File: src/rtl/i2s_pkg.sv
// i2s_pkg: shared frame constants and receiver FSM state type
package i2s_pkg;
   localparam int FRAME_BITS = 64;
   localparam int HALF_BITS  = 32;
   typedef enum logic {HUNT, RUN} state_t;
endpackage

File: src/rtl/i2s_shift.sv
// i2s_shift: MSB-first serial-in shift register for one channel
module i2s_shift #(
   parameter int WIDTH = 24
) (
   input  logic             ck,
   input  logic             rst_n,
   input  logic             clear,
   input  logic             shift_en,
   input  logic             sd,
   output logic [WIDTH-1:0] q
);
   // clear wins over shifting so a resync always starts from an empty register
   always_ff @(posedge ck or negedge rst_n)
      if (!rst_n) q <= '0;
      else if (clear) q <= '0;
      else if (shift_en) q <= {q[WIDTH-2:0], sd};
endmodule

File: src/rtl/i2s_rx.sv
// i2s_rx: I2S receiver capturing WIDTH-bit stereo pairs with valid/ready output
module i2s_rx
   import i2s_pkg::*;
#(
   parameter int WIDTH = 24
) (
   input  logic             ck,
   input  logic             rst_n,
   input  logic             en,
   input  logic             sck,
   input  logic             ws,
   input  logic [5:0]       frame_posn,
   input  logic             sd,
   output logic [WIDTH-1:0] left,
   output logic [WIDTH-1:0] right,
   output logic             out_valid,
   input  logic             out_ready,
   output logic             overrun,
   output logic             sync_err,
   input  logic             clr_err
);
   localparam logic [4:0] LAST = 5'(WIDTH);
   state_t state;
   logic sck_d;
   logic [WIDTH-1:0] lq, rq, lhold;
   logic rise, chan, live, mismatch, run_ok, bit_ok, at_last, left_done, pair_done, accept;
   logic [4:0] idx;
   assign rise      = sck & ~sck_d;
   assign chan      = frame_posn[5];
   assign idx       = frame_posn[4:0];
   assign live      = (state == RUN) & en & rise;
   assign mismatch  = live & (ws != chan);
   assign run_ok    = live & (ws == chan);
   assign bit_ok    = run_ok & (idx != 5'd0) & (idx <= LAST);
   assign at_last   = run_ok & (idx == LAST);
   assign left_done = at_last & ~chan;
   assign pair_done = at_last & chan;
   assign accept    = pair_done & (~out_valid | out_ready);
   i2s_shift #(.WIDTH(WIDTH)) u_left (
      .ck(ck), .rst_n(rst_n), .clear(state == HUNT), .shift_en(bit_ok & ~chan), .sd(sd), .q(lq)
   );
   i2s_shift #(.WIDTH(WIDTH)) u_right (
      .ck(ck), .rst_n(rst_n), .clear(state == HUNT), .shift_en(bit_ok & chan), .sd(sd), .q(rq)
   );
   // edge detector, HUNT/RUN sequencing and sticky framing error
   always_ff @(posedge ck or negedge rst_n)
      if (!rst_n) begin
         sck_d    <= 1'b0;
         state    <= HUNT;
         sync_err <= 1'b0;
      end else begin
         sck_d    <= sck;
         state    <= (state == HUNT) ? ((rise && en && frame_posn == 6'd0) ? RUN : HUNT)
                                     : ((!en || mismatch) ? HUNT : RUN);
         sync_err <= mismatch | (sync_err & ~clr_err);
      end
   // left sample waits here (including the final bit) until the right one completes
   always_ff @(posedge ck or negedge rst_n)
      if (!rst_n) lhold <= '0;
      else if (state == HUNT) lhold <= '0;
      else if (left_done) lhold <= {lq[WIDTH-2:0], sd};
   // output pair handshake; a pair arriving while the old one is unread is dropped
   always_ff @(posedge ck or negedge rst_n)
      if (!rst_n) begin
         left      <= '0;
         right     <= '0;
         out_valid <= 1'b0;
         overrun   <= 1'b0;
      end else begin
         if (accept) begin
            left  <= lhold;
            right <= {rq[WIDTH-2:0], sd};
         end
         out_valid <= accept | (out_valid & ~out_ready);
         overrun   <= (pair_done & out_valid & ~out_ready) | (overrun & ~clr_err);
      end
endmodule

File: config.mk
export PLATFORM = sky130hd
export DESIGN_NAME = i2s_rx
export DESIGN_NICKNAME = d
export VERILOG_FILES = /design/src/rtl/i2s_pkg.sv /design/src/rtl/i2s_shift.sv /design/src/rtl/i2s_rx.sv
export SDC_FILE = /design/constraint.sdc
export NUM_CORES = 1
export LEC_CHECK = 0
export ABC_CLOCK_PERIOD_IN_PS = 2350
export CAP_MARGIN = 40
export CORE_MARGIN = 1.5
export CORE_UTILIZATION = 53
export DETAILED_ROUTE_END_ITERATION = 6
export GPL_ROUTABILITY_DRIVEN = 0
export PLACE_DENSITY = 0.77
export SLEW_MARGIN = 10
export SYNTH_ARGS = -nofsm -noshare
export SYNTH_HDL_FRONTEND = slang
export SYNTH_HIERARCHICAL = 1
export SYNTH_SLANG_ARGS = --single-unit
File: constraint.sdc
create_clock -name ck -period 2.35 [get_ports ck]
set_clock_uncertainty 0.1 [all_clocks]
set_input_delay 0.235 -clock ck [delete_from_list [all_inputs] [get_ports ck]]
set_output_delay 0.235 -clock ck [all_outputs]
set_load 0.05 [all_outputs]
Routing congestion:
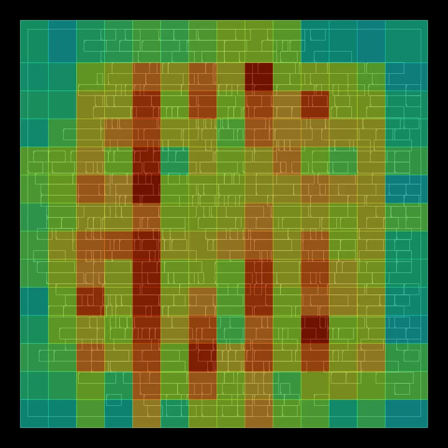
most crowded layer after global routing: met2
GR met3 Demand/Resource: 5.15%
all-layer global routing usage: 20.4%
global-route met1 utilization: 25.2%

Cells by drive strength:
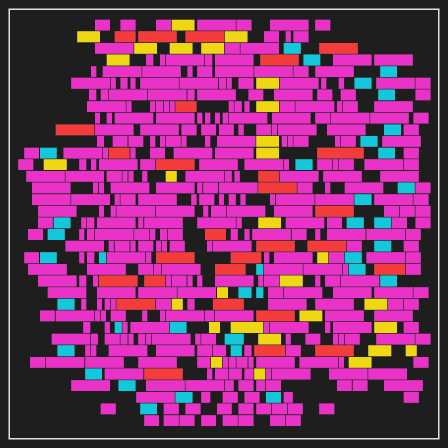
Key: red = x6 and larger [cells 28, share 6.0%, most used clkbuf_16]; magenta = x1 and smaller [cells 372, share 80%, most used dfrtp_1]; cyan = x2 [cells 36, share 7.7%, most used mux2_2]; yellow = x3 and x4 [cells 29, share 6.2%, most used mux2_4]

Placement density heat map:
10 x 10 tiles, from black (low) to pale yellow (high), 0 to 100% covered.
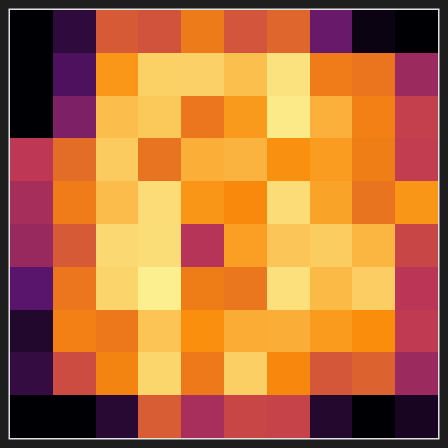
The fullest tile reaches 97%. 40% of the tiles are over 75% full. 7.0% of the tiles are nearly empty. The mean over all tiles is 61%.
placeable core region: 0.00920 sq mm
end-of-flow core utilization: 68.4%
Init Core Util: 54.3%

==> summary.txt <==
I/O Buffers: 64
vias in the first global route: 3276
post-detailed-route wirelength per cell: 15.9 um
maximum vdd drop: 0.421 mV
achievable clock frequency: 491 MHz
Max-Cap Viols: 0
tool warnings: 26
Cells after Synth: 383
crit start category: flop
setup repair after global routing missed its margin: false
number of placed instances, taps included: 545
final period utilization: 86.7%
grt met2 use: 33.5%
number of warnings printed during yosys synthesis: 6
critical path cell sequence: clkdlybuf4s50_1
cell family contributing the most delay on the critical path: buffers and inverters
number of iterations in the first detailed-routing pass: 4
Final Max Slew Viols: 0
worst flop-to-flop path startpoint: sck_d
maximum number of pins on one net before global-route repair: 66
total setup violations reported at the end of the flow: 0
GR Overflow Total: 0
pre-CTS setup slack: 0.0800 ns
Max transition margin: 65.1%
total of hold buffers inserted after clock tree synthesis: 1
worst r2r path cells: 6
outcome: finished, final reports clean
# resized after CTS: 0
DRT iter0 DRCs: 93
met2 wire len: 4.61 mm
H-tree lvl count: 4
maximum root-to-sink buffer count: 2
Setup TNS: 0 ns
clock root buffer: clkbuf_8
layout cells sized above 1: 20.0%
nets@finish: 468
LEAKAGE: 2.79 nW
Arrival @ worst endpoint: 1.70 ns
total met3 wirelength after detailed routing: 274 um
wire length of the first global-routing pass: 15.7 mm
category of the worst setup path capture point: output port
worst min-delay path category: input pin to asynchronous set/reset pin
Antenna Cells: 0
Setup CP Type: flop to output port
DR DRC count: 0
-- final cells by class --
cell class	instances	area, sq um
clock buffers	23	487
clock inverters	7	65.1
fillers	673	2900
inverters	3	11.3
multi-input cells	234	1730
flip-flops and latches	123	3080
repair buffers	75	786
well taps	111	139
-- sequential cells by signal, indices dropped and copies added (netlist names) --
register	cells
left	24
lhold	24
right	24
u_left/q	23
u_right/q	23
out_valid	1
overrun	1
sck_d	1
state	1
sync_err	1
-- per-stage QoR --
step	cell area, sq um	power, mW
global route	6290	4.73
detailed placement	5730	2.25
CTS	6290	4.63
global placement	5730	2.25
finish	6290	4.58
floorplan	5000	2.17
-- how the worst min path moves through the flow --
stage	start	endpoint	slack, ns	depth (start not counted)
after detailed placement	rst_n	right[15]	0.12	1
after global placement	rst_n	right[15]	0.11	1
after global routing	rst_n	right[15]	0.17	2
final	rst_n	right[16]	0.12	2
after floorplan	rst_n	left[0]	-0.16	0
after CTS	rst_n	right[15]	0.11	2
-- cells in the final DEF (no fill, tap or decap), types with 2 or more instances in the layout --
cell type,instances
nand2_1,48
inv_1,3
mux2_2,28
dfrtp_1,123
mux2_4,20
buf_4,6
nand2b_1,3
clkinv_2,4
mux2i_1,46
clkbuf_8,6
nand3_1,2
o21ai_0,25
o22ai_1,2
clkdlybuf4s50_1,63
nor2_1,47
clkinvlp_4,2
clkbuf_16,16
buf_12,5
-- where the power goes --
| group | total [mW] | switching [mW] | internal (mW) |
|---|---|---|---|
| Combinational | 0.0877 | 0.0569 | 0.0308 |
| Sequential | 2.12 | 0.000694 | 2.12 |
| Clock | 2.37 | 0.853 | 1.52 |
| Total | 4.58 | 0.911 | 3.67 |
Power is estimated from default activity; no workload was simulated.
